===== config.mk =====
export PLATFORM = sky130hd
export DESIGN_NAME = fp_mul_result_buffer
export DESIGN_NICKNAME = d
export VERILOG_FILES = /design/src/rtl/fp_mul_result_buffer.sv
export SDC_FILE = /design/constraint.sdc
export NUM_CORES = 1
export LEC_CHECK = 0
export CORE_AREA = 2 2 158 160
export CTS_CLUSTER_DIAMETER = 100
export DETAILED_ROUTE_END_ITERATION = 16
export DIE_AREA = 0 0 160 162
export GPL_TIMING_DRIVEN = 0
export HOLD_SLACK_MARGIN = 0.03
export PLACE_DENSITY = 0.62
export SLEW_MARGIN = 20
export SYNTH_ARGS = -nofsm -noshare
export SYNTH_HDL_FRONTEND = slang
export SYNTH_SLANG_ARGS = --single-unit
export TNS_END_PERCENT = 1

===== constraint.sdc =====
create_clock -name clk -period 6.39 [get_ports clk]
set_clock_uncertainty 0.1 [all_clocks]
set_input_delay 0.9585 -clock clk [delete_from_list [all_inputs] [get_ports clk]]
set_output_delay 0.9585 -clock clk [all_outputs]
set_load 0.005 [all_outputs]

===== src/rtl/fp_mul_result_buffer.sv =====
// rtl/fp_mul_result_buffer.sv - result FIFO for floating-point multiplier products with exception tracking
//
// Buffers multiplier products together with their exception flags in a small
// FIFO, and keeps sticky flags plus saturating per-flag counters over all
// accepted entries.
//
// Ports:
//   clk, rst                   clock, synchronous active-high reset
//   in_valid / in_ready        producer handshake
//   in_data                    product word
//   in_underflow/overflow/invalid  product exception flags
//   out_valid / out_ready      consumer handshake
//   out_data, out_flags        head entry ({invalid, overflow, underflow})
//   level                      current occupancy
//   sticky_flags               accumulated {invalid, overflow, underflow}
//   clear_sticky               clears sticky flags and counters
//   underflow/overflow/invalid_count  saturating counts of flagged entries
module fp_mul_result_buffer #(
    parameter int ExponentWidth = 8,
    parameter int MantissaWidth = 23,
    parameter int Depth         = 4,
    parameter int CountWidth    = 8,
    localparam int FloatBitWidth = ExponentWidth + MantissaWidth + 1,
    localparam int LevelWidth    = $clog2(Depth) + 1
) (
    input  logic                     clk,
    input  logic                     rst,
    input  logic                     in_valid,
    output logic                     in_ready,
    input  logic [FloatBitWidth-1:0] in_data,
    input  logic                     in_underflow,
    input  logic                     in_overflow,
    input  logic                     in_invalid,
    output logic                     out_valid,
    input  logic                     out_ready,
    output logic [FloatBitWidth-1:0] out_data,
    output logic [2:0]               out_flags,
    output logic [LevelWidth-1:0]    level,
    output logic [2:0]               sticky_flags,
    input  logic                     clear_sticky,
    output logic [CountWidth-1:0]    underflow_count,
    output logic [CountWidth-1:0]    overflow_count,
    output logic [CountWidth-1:0]    invalid_count
);

    localparam int PtrWidth = $clog2(Depth);
    localparam logic [CountWidth-1:0] CountMax = {CountWidth{1'b1}};

    logic [FloatBitWidth-1:0] data_mem [Depth];
    logic [2:0]               flag_mem [Depth];
    logic [PtrWidth-1:0]      rd_ptr;
    logic [PtrWidth-1:0]      wr_ptr;

    logic       push;
    logic       pop;
    logic [2:0] in_flags;
    logic [2:0] push_flags;

    // Handshakes depend only on registered occupancy, so no input reaches
    // an output combinationally.
    assign in_ready   = (level < LevelWidth'(Depth));
    assign out_valid  = (level != '0);
    assign push       = in_valid && in_ready;
    assign pop        = out_valid && out_ready;
    assign in_flags   = {in_invalid, in_overflow, in_underflow};
    assign push_flags = push ? in_flags : 3'b000;

    // Storage is cleared on reset so the head reads as zero until the first push.
    assign out_data  = data_mem[rd_ptr];
    assign out_flags = flag_mem[rd_ptr];

    // Clear takes effect first; a flagged push in the same cycle then counts once.
    function automatic logic [CountWidth-1:0] count_next(
        input logic [CountWidth-1:0] cur,
        input logic                  clr,
        input logic                  hit
    );
        logic [CountWidth-1:0] base;
        base = clr ? '0 : cur;
        if (hit && (base != CountMax)) begin
            return base + CountWidth'(1);
        end
        return base;
    endfunction

    always_ff @(posedge clk) begin
        if (rst) begin
            for (int i = 0; i < Depth; i++) begin
                data_mem[i] <= '0;
                flag_mem[i] <= '0;
            end
            rd_ptr <= '0;
            wr_ptr <= '0;
            level  <= '0;
        end else begin
            if (push) begin
                data_mem[wr_ptr] <= in_data;
                flag_mem[wr_ptr] <= in_flags;
                wr_ptr           <= wr_ptr + PtrWidth'(1);
            end
            if (pop) begin
                rd_ptr <= rd_ptr + PtrWidth'(1);
            end
            case ({push, pop})
                2'b10:   level <= level + LevelWidth'(1);
                2'b01:   level <= level - LevelWidth'(1);
                default: level <= level;
            endcase
        end
    end

    always_ff @(posedge clk) begin
        if (rst) begin
            sticky_flags    <= '0;
            underflow_count <= '0;
            overflow_count  <= '0;
            invalid_count   <= '0;
        end else begin
            sticky_flags    <= (clear_sticky ? 3'b000 : sticky_flags) | push_flags;
            underflow_count <= count_next(underflow_count, clear_sticky, push_flags[0]);
            overflow_count  <= count_next(overflow_count,  clear_sticky, push_flags[1]);
            invalid_count   <= count_next(invalid_count,   clear_sticky, push_flags[2]);
        end
    end

endmodule


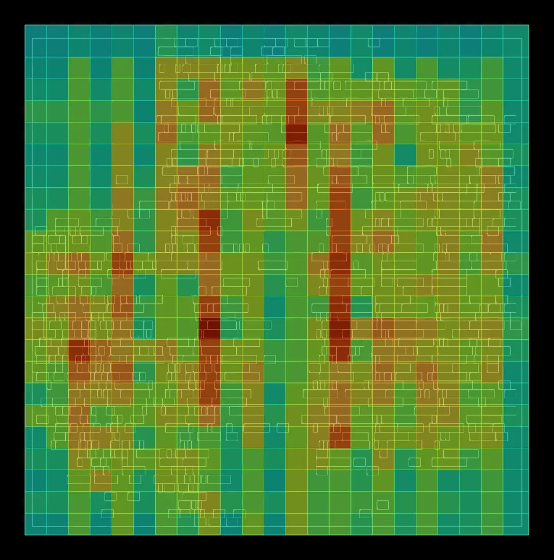
Fig. 1. Track usage over the die (run 1).
Total GRT Usage: 0.1403
Most Crowded Layer GR: met2
Final Util: 0.4066

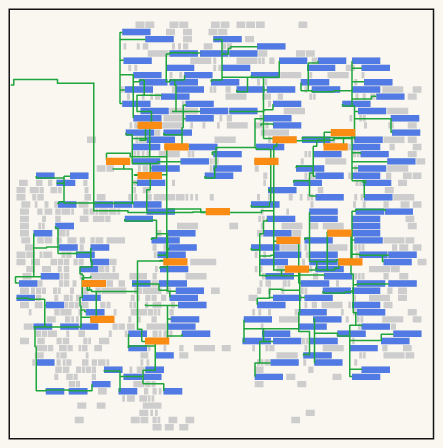
Fig. 2. Routed clock nets over the placement (run 1).
flip-flops -> blue  # count 176
clock wires -> green  # length 2140 µm
clock-net drivers -> orange  # count 17
flops lie = spread over the die
routed clock nets = 18

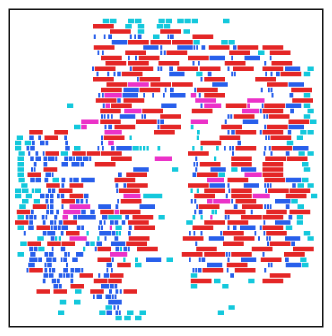
Fig. 3. Cells coloured by class (run 1).
sequential cells -> red  # cells 176
clock drivers and dummy loads -> magenta  # cells 30
remaining buffers and delay cells -> cyan  # cells 139
remaining logic cells -> blue  # cells 376

==> results.sh, run 1 <==
# physical design summary
export IMPL_routedWlPerCell_um=16.71
export IMPL_min_delay_start="overflow_count[6]$_SDFF_PP0_"
export IMPL_syn_inst=583
export IMPL_tap_cells=324
export IMPL_p_sw_uw=871.8
export IMPL_slowest_stage="clkbuf_1"
export IMPL_warning_count=26
export IMPL_path_buffers=3
export IMPL_p_comb_frac=0.252
export IMPL_whs_ns=0.3915
export IMPL_synthTopCellsByCount="edfxtp_1 (140), nor2_1 (90), nand2_1 (41), inv_1 (39), dfxtp_1 (36)"
export IMPL_nets=755
export IMPL_drv_slew=0
export IMPL_fin_crit_ns=3.710
export IMPL_cts_tree="built"
export IMPL_cts_setup_buffers=0
export IMPL_drive_gt1_frac=0.1248
export IMPL_p_int_uw=2444
export IMPL_path_max_fanout=10
export IMPL_flop_cell="edfxtp_1"
export IMPL_maxPowerGroup="sequential cells"
export IMPL_start_kind="flip-flop"
export IMPL_setup_slack_ns=2.680
export IMPL_reg2reg_to="data_mem[0][4]$_SDFFCE_PN0P_"
export IMPL_ys_seq_share=0.6414
export IMPL_xor_area_frac=0.01141
export IMPL_crit_path_frequent_cell="clkbuf_1"
export IMPL_die_area_mm2=0.02592
export IMPL_fin_cells=1045
export IMPL_buffer_area_frac=0.1270
export IMPL_wl_met1_mm=7.464
export IMPL_cpLargestDelayFamily="buffers and inverters"
export IMPL_htreeDepth=4
export IMPL_cp_depth=4
export IMPL_dp_cells=1015
export IMPL_grt_pass1_wl_mm=27.54
export IMPL_rr_worst_depth=5
export IMPL_cts_buffers=17
export IMPL_outcome="finished, final reports clean"
export IMPL_finalCritPeriodShare=0.5807
export IMPL_power_frac_clock=0.318
export IMPL_adder_share=0.009125
export IMPL_pg_comb_uw=837
export IMPL_yosys_stat_cells=583
export IMPL_use_met2=0.2428
export IMPL_clock_buffer_count=17
export IMPL_n_antenna_cell=0
export IMPL_clk_pin_slew_ns=0.06
export IMPL_syn_area_mm2=0.007679
export IMPL_yosys_area_top_type="edfxtp_1"
export IMPL_top_logic_kind="simple AND/OR/NAND/NOR gates"
export IMPL_r2r_start="level[2]$_SDFFE_PP0P_"
export IMPL_setup_viol=0
export IMPL_seq_area_mm2=0.004925
export IMPL_comb_share=0.2540
export IMPL_first_pass_iters=5
export IMPL_cts_resized=0
export IMPL_cts_sinks=176
export IMPL_layout_top_cells="edfxtp_1 (140), clkdlybuf4s50_1 (106), nor2_1 (90)"
export IMPL_regMostFlops="data_mem"
export IMPL_async_flop_share=0
export IMPL_worst_slew_pin_slew_ns=1.023
export IMPL_numPortBuffers=106
export IMPL_maxCapViolations=0
export IMPL_p_leak_uw=0.003551
export IMPL_p_sw_frac=0.2629
export IMPL_io_pin_count=107
export IMPL_rrSetupSlack_ns=3.69
export IMPL_drtAntennaViolNets=0
export IMPL_hpwl_mm=11.49
export IMPL_largest_cell_class="flip-flops and latches"
export IMPL_vias_per_cell=4.614
export IMPL_gp_congestion=0.7616
export IMPL_pwr_group_clock_uw=1050
==> run 2: changes to the inputs <==
--- a/config.mk
+++ b/config.mk
@@ -11,7 +11,7 @@
 export DIE_AREA = 0 0 160 162
 export GPL_TIMING_DRIVEN = 0
 export HOLD_SLACK_MARGIN = 0.03
-export PLACE_DENSITY = 0.62
+export PLACE_DENSITY = 0.64
 export SLEW_MARGIN = 20
 export SYNTH_ARGS = -nofsm -noshare
 export SYNTH_HDL_FRONTEND = slang
==> constraint.sdc (replaced) <==
create_clock -name clk -period 3.4 [get_ports clk]
set_clock_uncertainty 0.1 [all_clocks]
set_input_delay 0.51 -clock clk [delete_from_list [all_inputs] [get_ports clk]]
set_output_delay 0.51 -clock clk [all_outputs]
set_load 0.005 [all_outputs]
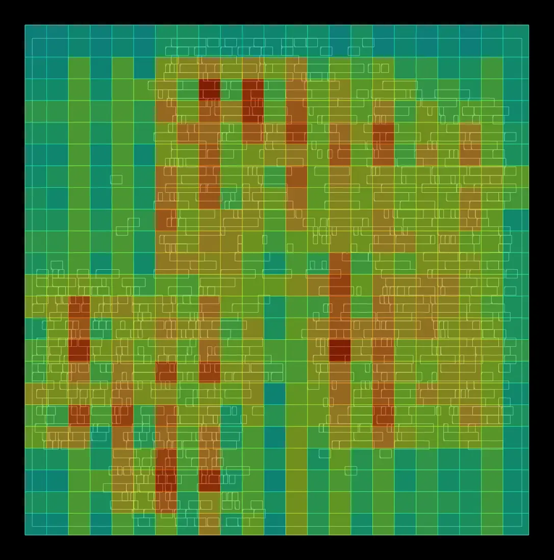
Fig. 4. Track usage over the die (run 2).
GR Layer Usage met3: 0.03524
met2 Use GR: 0.2481

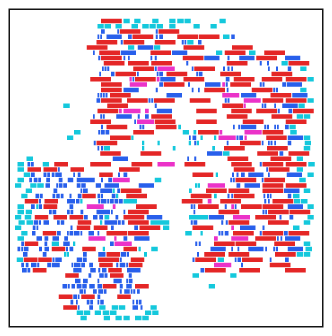
Fig. 5. Cells coloured by class (run 2).
remaining logic cells -> blue  # cells 376
sequential cells -> red  # cells 176
remaining buffers and delay cells -> cyan  # cells 140
clock drivers and dummy loads -> magenta  # cells 31

==> run 2 against run 1 <==
Synthesized cell count stayed put. Total power is 80% higher. Critical path depth stayed put. Cell area is 0.66% lower. Sequential share of layout area is 0.34 points higher. First-iteration DRC count is 18% lower. Highest routed layer unchanged.
==> results.sh, run 2 <==
# physical design summary
export IMPL_largest_cell_class="flip-flops and latches"
export IMPL_dp_cells=1015
export IMPL_gp_congestion=0.7588
export IMPL_r2r_start="level[2]$_SDFFE_PP0P_"
export IMPL_cts_setup_buffers=0
export IMPL_seq_cell_count=176
export IMPL_die_area_mm2=0.02592
export IMPL_maxPowerGroup="sequential cells"
export IMPL_setup_slack_ns=0.1703
export IMPL_edf_count=140
export IMPL_routedWlPerCell_um=16.98
export IMPL_arrival_ns=2.62
export IMPL_buffer_area_frac=0.1307
export IMPL_rsz0062_at_grt="false"
export IMPL_ys_sh_mux=0.1066
export IMPL_cpLargestDelayFamily="buffers and inverters"
export IMPL_tap_cells=324
export IMPL_fin_crit_ns=3.230
export IMPL_cts_sinks=176
export IMPL_top_logic_kind="simple AND/OR/NAND/NOR gates"
export IMPL_pg_comb_uw=1590
export IMPL_pwr_group_clock_uw=1710
export IMPL_drive_gt1_frac=0.1245
export IMPL_min_to="sticky_flags[0]$_SDFF_PP0_"
export IMPL_first_pass_iters=4
export IMPL_comb_share=0.2557
export IMPL_fin_cells=1047
export IMPL_layout_top_cells="edfxtp_1 (140), clkdlybuf4s50_1 (106), nor2_1 (90)"
export IMPL_slowest_stage="clkbuf_1"
export IMPL_setup_viol=0
export IMPL_n_antenna_cell=0
export IMPL_p_sw_frac=0.2670
export IMPL_path_max_fanout=10
export IMPL_drtAntennaViolNets=0
export IMPL_numPortBuffers=106
export IMPL_cts_tree="built"
export IMPL_yosys_stat_cells=583
export IMPL_p_int_uw=4382
export IMPL_clock_buffer_count=23
export IMPL_p_comb_frac=0.266
export IMPL_clk_pin_slew_ns=0.06
export IMPL_yosysWarnings=0
export IMPL_cts_buffers=17
export IMPL_cp_depth=4
export IMPL_rrSetupSlack_ns=0.83
export IMPL_min_delay_start="sticky_flags[0]$_SDFF_PP0_"
export IMPL_top_area_frac=0.5475
export IMPL_hpwl_mm=11.62
export IMPL_async_flop_share=0
export IMPL_postLayoutCellArea_mm2=0.009737
export IMPL_xor_area_frac=0.01141
export IMPL_whs_ns=0.3892
export IMPL_flop_cell="edfxtp_1"
export IMPL_tns_ns=0
export IMPL_vias_per_cell=4.660
export IMPL_finalCritPeriodShare=0.9499
export IMPL_warning_count=26
export IMPL_grt_pass1_wl_mm=28.03
export IMPL_worst_slew_pin_slew_ns=0.7406
export IMPL_syn_area_mm2=0.007679
export IMPL_cts_resized=0
export IMPL_top_usage_layer="met2"
export IMPL_p_leak_uw=0.003538
export IMPL_nets=756
export IMPL_fin_util=0.4039
export IMPL_seq_area_mm2=0.004925
export IMPL_reg2reg_to="data_mem[0][27]$_SDFFCE_PN0P_"
export IMPL_adder_share=0.009125
export IMPL_crit_path_frequent_cell="clkbuf_1"
export IMPL_path_buffers=3
export IMPL_regMostFlops="data_mem"
export IMPL_power_frac_clock=0.285
export IMPL_seqPwrFrac=0.449
export IMPL_io_pin_count=107
export IMPL_p_sw_uw=1597
export IMPL_slew_headroom=0.5050
export IMPL_hold_class="reg -> reg"
export IMPL_hold_violations=0
export IMPL_yosys_area_top_type="edfxtp_1"
export IMPL_wl_met1_mm=7.712
export IMPL_track_usage=0.1416
export IMPL_fp_util=0.3185
export IMPL_outcome="finished, final reports clean"
export IMPL_synthTopCellsByCount="edfxtp_1 (140), nor2_1 (90), nand2_1 (41), inv_1 (39), dfxtp_1 (36)"
export IMPL_syn_inst=583
export IMPL_ys_seq_share=0.6414
export IMPL_htreeDepth=4
export IMPL_start_kind="flip-flop"
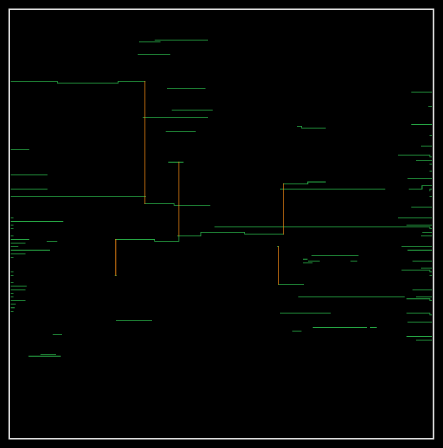
Fig. 6. Wiring by layer (run 2).
Two of the layers only.
M3 -> green  # wire length 932 µm
M4 -> orange  # wire length 121 µm

Power figures rest on the tool's default switching activity, not on a simulated workload.
